File: config.mk
export PLATFORM = sky130hd
export DESIGN_NAME = alu_op_sequencer
export DESIGN_NICKNAME = d
export VERILOG_FILES = /design/src/rtl/alu_pkg.sv /design/src/rtl/alu_resp_reg.sv /design/src/rtl/alu_op_sequencer.sv
export SDC_FILE = /design/constraint.sdc
export NUM_CORES = 1
export LEC_CHECK = 0
export ABC_AREA = 0
export CELL_PAD_IN_SITES_DETAIL_PLACEMENT = 0
export CELL_PAD_IN_SITES_GLOBAL_PLACEMENT = 1
export CORE_MARGIN = 3
export CORE_UTILIZATION = 33
export CTS_CLUSTER_SIZE = 14
export DETAILED_ROUTE_END_ITERATION = 12
export GPL_TIMING_DRIVEN = 0
export PLACE_DENSITY = 0.95
export RECOVER_POWER = 100
export REMOVE_ABC_BUFFERS = 1
export SLEW_MARGIN = 20
export SYNTH_ARGS = -nofsm -noshare
export SYNTH_HDL_FRONTEND = slang
export SYNTH_SLANG_ARGS = --single-unit
File: constraint.sdc
create_clock -name clk -period 8.65 [get_ports clk]
set_input_delay 1.73 -clock clk [delete_from_list [all_inputs] [get_ports clk]]
set_output_delay 1.73 -clock clk [all_outputs]
set_load 0.005 [all_outputs]
File: src/rtl/alu_pkg.sv
// Shared types for the ALU operation sequencer: opsel codes, FSM state, flags.
package alu_pkg;

  localparam int DWIDTH_DEF = 32;

  // ALU opsel encoding (must match the ALU instantiated by the parent)
  localparam logic [2:0] ALU_ADD = 3'd0;
  localparam logic [2:0] ALU_SUB = 3'd1;
  localparam logic [2:0] ALU_AND = 3'd2;
  localparam logic [2:0] ALU_OR  = 3'd3;
  localparam logic [2:0] ALU_XOR = 3'd4;

  typedef enum logic [1:0] {IDLE, EXEC, RESP} seq_state_t;

  // Flag vector as presented on resp_flags: {c,z,o,s}
  typedef struct packed {
    logic c;
    logic z;
    logic o;
    logic s;
  } alu_flags_t;

endpackage

File: src/rtl/alu_resp_reg.sv
// Capture/hold register for ALU result and flags.
// Optional sticky overflow under ALU_SEQ_STICKY_OVF_EN.
import alu_pkg::*;

module alu_resp_reg #(
  parameter int DWIDTH = DWIDTH_DEF
) (
  input  logic              clk,
  input  logic              rst,
  input  logic              capture,
  input  logic [DWIDTH-1:0] result,
  input  alu_flags_t        flags,
`ifdef ALU_SEQ_STICKY_OVF_EN
  input  logic              ovf_clr,
  output logic              ovf_sticky,
`endif
  output logic [DWIDTH-1:0] resp_result,
  output alu_flags_t        resp_flags
);

  // Capture only at the edge ending EXEC; hold otherwise so the response is stable
  always_ff @(posedge clk or posedge rst) begin
    if (rst) begin
      resp_result <= '0;
      resp_flags  <= '0;
    end else if (capture) begin
      resp_result <= result;
      resp_flags  <= flags;
    end
  end

`ifdef ALU_SEQ_STICKY_OVF_EN
  // Sticky overflow: a capture with o=1 wins over a same-edge clear
  always_ff @(posedge clk or posedge rst) begin
    if (rst)                    ovf_sticky <= 1'b0;
    else if (capture && flags.o) ovf_sticky <= 1'b1;
    else if (ovf_clr)           ovf_sticky <= 1'b0;
  end
`endif

endmodule

File: src/rtl/alu_op_sequencer.sv
// Sequencer between datapath control and the combinational ALU.
// Accepts a request, drives the ALU for one cycle, captures and presents the result.
// Optional: ALU_SEQ_STICKY_OVF_EN adds ovf_clr / ovf_sticky.
import alu_pkg::*;

module alu_op_sequencer #(
  parameter int DWIDTH = DWIDTH_DEF
) (
  input  logic              clk,
  input  logic              rst,
  input  logic              req_valid,
  output logic              req_ready,
  input  logic [DWIDTH-1:0] req_op1,
  input  logic [DWIDTH-1:0] req_op2,
  input  logic [2:0]        req_opsel,
  input  logic              req_mode,
  output logic [DWIDTH-1:0] alu_op1,
  output logic [DWIDTH-1:0] alu_op2,
  output logic [2:0]        alu_opsel,
  output logic              alu_mode,
  input  logic [DWIDTH-1:0] alu_result,
  input  logic              alu_c,
  input  logic              alu_z,
  input  logic              alu_o,
  input  logic              alu_s,
  output logic              resp_valid,
  input  logic              resp_ready,
  output logic [DWIDTH-1:0] resp_result,
  output logic [3:0]        resp_flags,
`ifdef ALU_SEQ_STICKY_OVF_EN
  input  logic              ovf_clr,
  output logic              ovf_sticky,
`endif
  output logic              busy
);

  seq_state_t state, nxt;
  logic       accept;
  alu_flags_t cap_flags;
  alu_flags_t held_flags;

  assign req_ready  = (state == IDLE) || (state == RESP && resp_ready);
  assign accept     = req_valid && req_ready;
  assign resp_valid = (state == RESP);
  assign busy       = (state != IDLE);
  assign cap_flags  = '{c: alu_c, z: alu_z, o: alu_o, s: alu_s};
  assign resp_flags = held_flags;

  // State register
  always_ff @(posedge clk or posedge rst) begin
    if (rst) state <= IDLE;
    else     state <= nxt;
  end

  // Next-state: one EXEC cycle per op, RESP holds until consumed
  always_comb begin
    nxt = state;
    unique case (state)
      IDLE:    if (accept) nxt = EXEC;
      EXEC:    nxt = RESP;
      RESP:    if (resp_ready) nxt = accept ? EXEC : IDLE;
      default: nxt = IDLE;
    endcase
  end

  // Request latch doubles as the ALU input drive; it moves only on accept
  always_ff @(posedge clk or posedge rst) begin
    if (rst) begin
      alu_op1   <= '0;
      alu_op2   <= '0;
      alu_opsel <= '0;
      alu_mode  <= 1'b0;
    end else if (accept) begin
      alu_op1   <= req_op1;
      alu_op2   <= req_op2;
      alu_opsel <= req_opsel;
      alu_mode  <= req_mode;
    end
  end

  alu_resp_reg #(.DWIDTH(DWIDTH)) u_resp (
    .clk         (clk),
    .rst         (rst),
    .capture     (state == EXEC),
    .result      (alu_result),
    .flags       (cap_flags),
`ifdef ALU_SEQ_STICKY_OVF_EN
    .ovf_clr     (ovf_clr),
    .ovf_sticky  (ovf_sticky),
`endif
    .resp_result (resp_result),
    .resp_flags  (held_flags)
  );

endmodule
==> impl_metrics.csv <==
group,metric,value,unit
detailed_routing,postRouteWirelength,10.0,mm
finish,final_net_count,558,
power_and_ir_drop,p_int,1.31,mW
power_and_ir_drop,switching_share,24.0,%
global_route,antenna_found_initial,0,
global_route,grt_max_degree,56,
flow_run,warnings,25,
setup_path,crit_family,"buffers and inverters",
placed_design,dpl_cell_area,0.00632,mm²
cts,cts_buffers,9,
logic_synthesis,netlist_instances,230,
floorplan,die_x,115,µm
setup_path,slowest_delay,0.77,ns
timing,worst_slew_pin_slew,2.35,ns
floorplan,die_area,0.0133,mm²
detailed_routing,viasPerCell,4.59,
placed_design,pre_cts_slack,4.00,ns
timing,fin_crit_sh,63.8,%
cts,clock_sinks,106,
power_and_ir_drop,power_switching,0.414,mW
setup_path,crit_path_cell_trace,"dlygate4sd3_1, nor2b_4, nor3b_1, clkbuf_1, clkbuf_1, clkbuf_1, mux2_2",
detailed_routing,firstDrtPassIters,4,
logic_synthesis,synth.distinct_cells,13,
setup_path,cp.arrival,5.74,ns
placed_design,place_hpwl,7.83,mm
cts,cts_tree,"done",
timing,finalCriticalPeriod,5.52,ns
detailed_routing,wire_per_inst,16.8,µm
timing,tns,0,ns
cts,htreeDepth,3,
detailed_routing,ant_nets,0,
global_route,grt_usage,15.0,%
logic_synthesis,ys_ff,106,
floorplan,die_h,115,µm
finish,seqCellArea,0.00265,mm²
cts,cts-root-buf,"clkbuf_16",
floorplan,fp_util,34.2,%
cts,clk_path_buf_depth,2,
global_route,grt_pass1_wl,15.4,mm
finish,drive_above_1_share,25.5,%
timing,maxSlewViolCount,52,
power_and_ir_drop,power_leakage,2.74,nW
detailed_routing,drt-initial-drc-count,69,
detailed_routing,drc,0,
finish,diodes,0,
timing,skew,0.00902,ns
setup_path,timing.critical_path.mode_cell,"clkbuf_1",
setup_path,critPathMaxFanout,18,
logic_synthesis,synthesis.area,0.00396,mm²
timing,rsz0062_at_grt,"no",
global_route,gr-total-overflow,0,
cts,hold_buffers,0,
setup_path,cp_slowest_cell,"clkbuf_1",
finish,comb_area,0.00122,mm²
setup_path,crit_required,8.87,ns
setup_path,critPathBufInv,4,
logic_synthesis,ys.warnings.count,0,
power_and_ir_drop,power.density,261,mW/mm²
logic_synthesis,ys_cells,230,
power_and_ir_drop,vdd_drop_max,133,µV
status,status,"finished, violations left",
flow_run,maxCapViolCount,1,
setup_path,start_kind,"primary input",
setup_path,path_class,"primary input to flip-flop",
timing,hold_viol,0,
worst_hold_path,hp-class,"flip-flop to flip-flop",
detailed_routing,dr_total_vias,2747,
status,violations,"capacitance limit, slew limit",
cts,clk_latency,0.34,ns
global_route,grt_pass1_vias,2985,
timing,fmax,0.181,GHz
cts,cts_resized,0,
logic_synthesis,ys_area,0.00396,mm²
timing,whs,0.478,ns
power_and_ir_drop,seqPwrFrac,41.4,%
power_and_ir_drop,clkPwrFrac,27.4,%
placed_design,place_congestion,0.707,
floorplan,coreArea,0.0116,mm²
timing,maxSlewHeadroom,-57.6,%
logic_synthesis,postSynthSeqShare,67.1,%
cts,cts_setup_buffers,0,
timing,finalSetupViolCount,0,
cts,clk_pin_slew_worst_paths,0.07,ns
[registers in the layout, summed over array words and instances (netlist names)]
name                cells
alu_op1                32
alu_op2                32
u_resp.resp_result     32
u_resp.resp_flags       4
alu_opsel               3
state                   2
alu_mode                1
[power by group through the flow]
stage	logic, mW	registers [mW]	clock network (mW)
5_1_grt	0.584	0.737	0.506
2_1_floorplan	0.183	0.742	0
6_report	0.541	0.715	0.473
3_3_place_gp	0.597	0.723	0
3_5_place_dp	0.618	0.735	0
4_1_cts	0.621	0.726	0.487
[layout make-up]
class                   instances  share of cell area, %
repair buffers                220                   33.3
flip-flops and latches        106                   40.1
clock buffers                  12                   3.87
clock inverters                 4                   1.47
well taps                     143                   2.70
multi-input cells             111                   18.5
inverters                       2                  0.132
[metal layers]
| metal | global-route usage [%] | share of wire [%] | vias up | routed length, µm |
|---|---|---|---|---|
| met1 | 16.8 | 37 | 1367 | 3670 |
| met5 | 0 | 0 | - | 0 |
| li1 | - | - | 1252 | - |
| met4 | 7.82 | 3.0 | 0 | 302 |
| met3 | 3.86 | 7.1 | 18 | 709 |
| met2 | 26.2 | 53 | 110 | 5340 |
[cell families after synthesis]
kind of cell | after synthesis | share of synthesized area (%)
DFF | 106 | 67.1
buffers and inverters | 13 | 1.80
muxes | 104 | 29.6
AOI/OAI and AO/OA | 1 | 0.126
and+or+nand+nor | 6 | 1.39
[worst paths after layout]
| path | startpoint | to | slack (ns) | depth (start not counted) |
|---|---|---|---|---|
| max reg2reg | state[1] | alu_op1[19] | 4.65 | 6 |
| max in group asynchronous | rst | state[0] | 5.10 | 2 |
| min reg2reg | alu_op2[0] | alu_op2[0] | 0.48 | 1 |
| min in group asynchronous | rst | u_resp.resp_result[7] | 2.48 | 2 |
| min | alu_op2[0] | alu_op2[0] | 0.48 | 1 |
| max | resp_ready | alu_op1[19] | 3.13 | 7 |
[cell usage after synthesis (all sizes together)]
master,number,area [µm²]
nor2b,1,13.8
dfrtp,106,2650
buf,11,63.8
nand2b,2,12.5
o21ai,1,5.00
nor3b,1,18.8
or2,1,6.26
nor2,1,3.75
mux2,104,1170
inv,2,7.51
[layout by cell type (no fill, tap or decap), drive strengths merged]
master         netlist  routed
o21ai                1       1
nand2b               2       2
bufinv               0       3
dfrtp              106     106
nor2b                1       1
dlygate4sd3          0     145
clkdlybuf4s50        0      69
nor2                 1       1
clkbuf               0      16
mux2               104     104
inv                  2       1
buf                 11       2
or2                  1       1
clkinvlp             0       2
nor3b                1       1
port_trees.png
(3 px per µm)
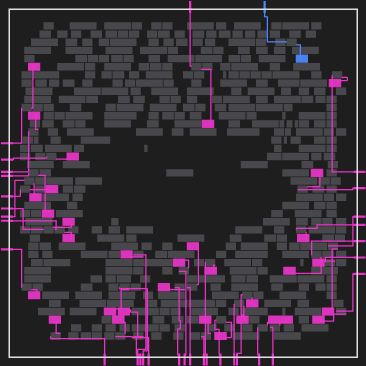
| port | color | direction | edge | end cells | wire |
|---|---|---|---|---|---|
| req_op1 | magenta | input | 15 bottom, 9 left, 7 right, 1 top | 32 | 880 µm |
| alu_o | blue | input | top | 1 | 24.3 µm |
Ports: 215
I/O Buffers: 214

placed.png
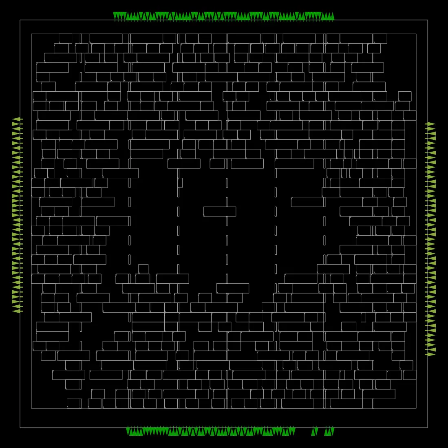
fin util: 57.3%
Finished Layout Cells: 598
tap cells: 143
Core Rows: 39
FILL cells: 986

util_map.png
(3 px per µm) The die is cut into 12 by 12 equal tiles; dark blue is low, red is high, 0 to 100% covered.
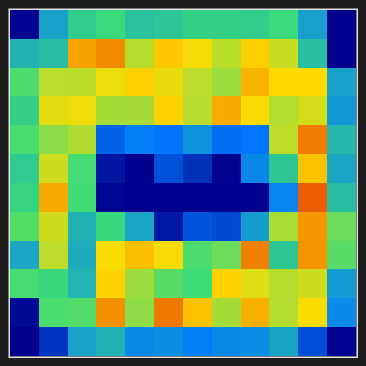
fullest tile: 89%
mean over tiles: 48%
emptiest ninth of the die: middle

sizing.png
(3 px per µm)
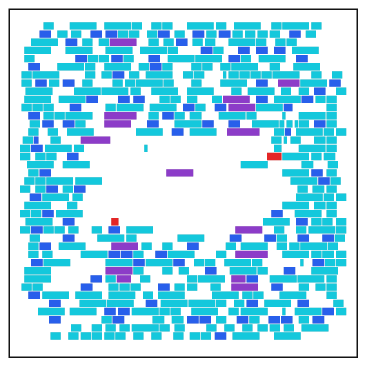
| size | color | cells |
|---|---|---|
| x2 | blue | 98 |
| x1 and smaller | cyan | 339 |
| x6 and larger | purple | 16 |
| x3 and x4 | red | 2 |
final non-filler cell area: 0.00662 mm²
Setup WS post-layout: 3.13 ns
Layout area overhead: 67.4%

